==> src/rtl/uart_seq_checker_pkg.sv <==
// Shared constants and state encodings for the UART sequence checker
// and its single-byte ACK transmitter.
package uart_seq_checker_pkg;

    localparam logic [7:0] ACK_BYTE = 8'h3C;

    typedef enum logic {
        RX_SYNC  = 1'b0,
        RX_TRACK = 1'b1
    } rx_state_t;

    typedef enum logic [1:0] {
        TX_IDLE = 2'd0,
        TX_REQ  = 2'd1,
        TX_BUSY = 2'd2
    } tx_state_t;

endpackage

==> src/rtl/uart_seq_checker_ack_tx.sv <==
// Single-byte sender for uart_tx: start/busy handshake with a start-to-busy
// timeout. Requests arriving while a send is pending or in flight merge.
module uart_ack_tx
    import uart_seq_checker_pkg::*;
#(
    parameter int TX_TIMEOUT = 4800
) (
    input  logic       i_clk,
    input  logic       i_reset,
    input  logic       i_req,
    input  logic [7:0] i_byte,
    input  logic       i_tx_busy,
    input  logic       i_clear_timeout,
    output logic [7:0] o_tx_data,
    output logic       o_start_tx,
    output logic       o_timeout
);

    localparam int            TW     = $clog2(TX_TIMEOUT + 1);
    localparam logic [TW-1:0] TO_LIM = TW'(TX_TIMEOUT - 1);
    localparam logic [TW-1:0] TO_ONE = TW'(1);

    tx_state_t     r_state;
    logic          r_pend;
    logic [TW-1:0] r_to_cnt;
    logic          w_take;

    assign w_take = (r_state == TX_IDLE) && r_pend && !i_tx_busy;

    always_ff @(posedge i_clk or posedge i_reset) begin
        if (i_reset) begin
            r_state    <= TX_IDLE;
            r_pend     <= 1'b0;
            r_to_cnt   <= '0;
            o_tx_data  <= ACK_BYTE;
            o_start_tx <= 1'b0;
            o_timeout  <= 1'b0;
        end else begin
            // A request landing on the cycle the previous one is taken stays pending.
            r_pend <= i_req | (r_pend & ~w_take);

            case (r_state)
                TX_IDLE: begin
                    if (w_take) begin
                        o_tx_data  <= i_byte;
                        o_start_tx <= 1'b1;
                        r_to_cnt   <= '0;
                        r_state    <= TX_REQ;
                    end
                end
                TX_REQ: begin
                    if (i_tx_busy) begin
                        o_start_tx <= 1'b0;
                        r_state    <= TX_BUSY;
                    end else if (r_to_cnt == TO_LIM) begin
                        o_start_tx <= 1'b0;
                        o_timeout  <= 1'b1;
                        r_state    <= TX_IDLE;
                    end else begin
                        r_to_cnt <= r_to_cnt + TO_ONE;
                    end
                end
                TX_BUSY: begin
                    if (!i_tx_busy) r_state <= TX_IDLE;
                end
                default: begin
                    o_start_tx <= 1'b0;
                    r_state    <= TX_IDLE;
                end
            endcase

            if (i_clear_timeout) o_timeout <= 1'b0;
        end
    end

endmodule

==> config.mk <==
export PLATFORM = sky130hd
export DESIGN_NAME = uart_ack_tx
export DESIGN_NICKNAME = d
export VERILOG_FILES = /design/src/rtl/uart_seq_checker_pkg.sv /design/src/rtl/uart_seq_checker_ack_tx.sv
export SDC_FILE = /design/constraint.sdc
export NUM_CORES = 1
export LEC_CHECK = 0
export CAP_MARGIN = 10
export CORE_ASPECT_RATIO = 1.1
export CORE_UTILIZATION = 46
export CTS_CLUSTER_DIAMETER = 60
export DETAILED_ROUTE_END_ITERATION = 10
export PLACE_DENSITY_LB_ADDON = 0.15
export SLEW_MARGIN = 20
export SYNTH_ARGS = -nofsm -noshare
export SYNTH_HDL_FRONTEND = slang
export SYNTH_SLANG_ARGS = --single-unit
==> constraint.sdc <==
create_clock -name i_clk -period 2.3 [get_ports i_clk]
set_clock_uncertainty 0.2 [all_clocks]
set_input_delay 0.345 -clock i_clk [delete_from_list [all_inputs] [get_ports i_clk]]
set_output_delay 0.345 -clock i_clk [all_outputs]
set_load 0.1 [all_outputs]
==> impl_metrics.yaml <==
# synthesis and place-and-route metrics
run_status:
  status: "finished, final reports clean"
cells_and_area:
  fill_cells: 216
  nNetsFinal: 162
  diodes: 0
  syn_to_final_growth_pct: 21.8
  regArea_sq_um: 656
  fin_area_sq_um: 1590
setup_path:
  cpPeakStageDelay_ns: 0.51
  crit_start: "r_to_cnt[0]$_DFFE_PP0P_"
  start_kind: "register"
  slowest_stage: "or4_1"
  reg2regPathDepth: 5
  reg2reg_from: "r_to_cnt[0]$_DFFE_PP0P_"
  crit_cells: 5
  worstReg2RegEnd: "r_to_cnt[9]$_DFFE_PP0P_"
  cp_num_buf_inv: 0
  endpoint: "r_to_cnt[9]$_DFFE_PP0P_"
  path_class: "register to register"
  worstPathMaxFanout: 9
  critical_path_required_ns: 2.36
grt:
  grt_pass1_wl_um: 4940
  grt-ovfl-total: 0
  antenna_found_initial: 0
  grt_pass1_vias: 1116
logic_synthesis:
  top_cell_area_share_pct: 42.1
  yosysTopAreaCell: "dfrtp_1"
  ys_sh_xor_pct: 1.34
  ys_area_sq_um: 1310
  top_cells_by_count: "dfrtp_1 (22), inv_1 (11), mux2_2 (9), nand3_1 (9)"
  compound_area_share_pct: 13.7
  synth_stat.cells: 121
  topCombFamilyByArea: "simple AND/OR/NAND/NOR gates"
  synth_cell_type_count: 38
  syn_area_sq_um: 1310
  top_cells_by_area: "dfrtp_1 (42%), dfstp_2 (8.0%), mux2_2 (7.8%)"
  edf_count: 0
  synthCells: 121
min_path:
  hold_class: "input port to async pin"
placement:
  placed_area_sq_um: 1540
  gp_congestion: 0.891
clocking:
  clk_pin_slew_ns: 0.15
  clock_path_buffers: 2
  root_buffer: "clkbuf_4"
  cts_buffers: 3
  cts_hold_buffers: 0
  clkSinkCount: 26
  clock_latency_ns: 0.32
power_and_ir_drop:
  vdd_ir_drop_max_mv: 0.679
  power_mw: 1.55
  p_per_area_nw_per_um2: 970
job:
  log.warning_count: 26
drt:
  routed_wl_um: 2780
  via_per_inst: 6.04
  drt-pass1-iter-count: 4
  drc: 0
  vias: 1076
  drt-initial-drc-count: 34
  avgRoutedWirePerCell_um: 15.6
floorplanning:
  fp-utilization_pct: 50.5
  pin_count: 23
  rows: 19
final_timing:
  hold_viol: 0
  worst_slew_pin_slew_ns: 0.520
  fin_crit_sh_pct: 94.9
  drv_slew: 0
  tns_ns: 0
layout make-up:
type	count	area share (%)
clock buffer	3	1.41
clock inverter	1	1.89
tap	31	2.44
multi-input combinational	80	36.4
sequential	26	41.2
timing repair buffer	26	14.1
inverter	11	2.59
layout by cell type, fill, tap and decap left out, types with 3 or more instances in the layout:
| cell | count |
|---|---|
| clkbuf_4 | 3 |
| nor2_1 | 4 |
| dfrtp_1 | 22 |
| inv_1 | 11 |
| a221oi_1 | 5 |
| nand4_1 | 6 |
| clkdlybuf4s50_1 | 12 |
| mux2_2 | 9 |
| a31oi_1 | 4 |
| nand2_1 | 4 |
| buf_4 | 14 |
| dfstp_2 | 4 |
| nand2b_1 | 3 |
| nand3_1 | 9 |
| o22ai_1 | 6 |
state kept, by name (all words and copies together), names as in the netlist:
signal      count
r_to_cnt       13
o_tx_data       8
r_state         2
o_start_tx      1
o_timeout       1
r_pend          1
metal layers:
metal,share of wire (%),vias up,GRT usage (%)
li1,-,507,-
met1,43,525,28.1
met2,51,40,35.4
met3,4.7,4,3.41
met4,0.83,0,8.27
met5,0,-,0
stage by stage:
| step | cells | setup WS (ns) | hold WS [ns] |
|---|---|---|---|
| 3_3_place_gp | 174 | 0.212 | 0.288 |
| 5_1_grt | 178 | 0.0170 | 0.0827 |
| 3_5_place_dp | 174 | 0.165 | 0.294 |
| 6_report | 178 | 0.118 | 0.0435 |
| 2_1_floorplan | 121 | 0.130 | 0.182 |
| 4_1_cts | 178 | 0.135 | 0.0392 |
power by group:
group	internal (mW)	switching, mW	leakage (nW)	total [mW]
Sequential	0.539	0.0493	0.330	0.588
Clock	0.176	0.142	0.0279	0.318
Combinational	0.162	0.477	0.299	0.639
### Cell outlines without signal wires

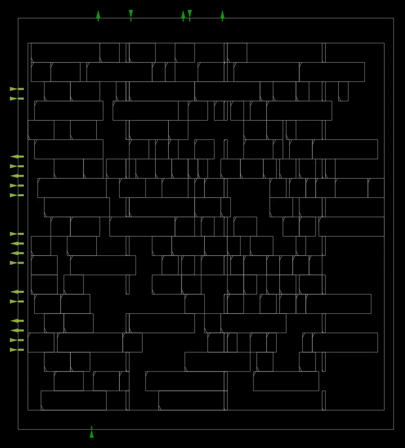
registers: 26
Tap Count: 31
Post-Route Utilization: 61.5%

### Signal metal coverage by tile

The bar under the picture is 20 um long. 11 x 12 tiles, from dark purple (low) to yellow (high), scaled to the fullest tile. Values are wire area over tile area, all layers added.
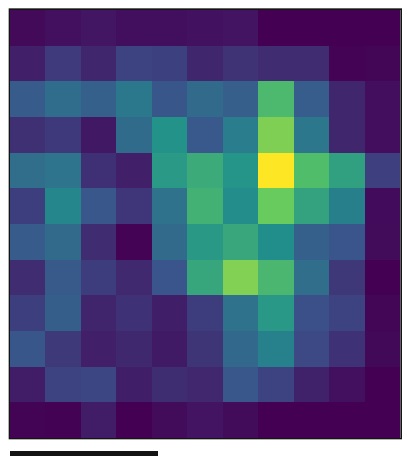
13% of the tiles are nearly empty. The densest ninth of the die: center. 14% of the tiles are over half the peak. The mean over all tiles is 0.14. The fullest tile reaches 0.61.

### Sequential cells grouped by signal name

Other sequential cells in the stronger gray, the rest of the logic in the fainter gray.
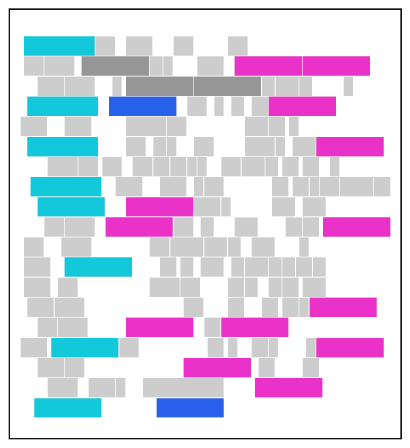
Key: cyan = `o_tx_data` [placed flops 8]; blue = `r_state` [placed flops 2]; magenta = `r_to_cnt` [placed flops 13]

Power is estimated from default activity; no workload was simulated.
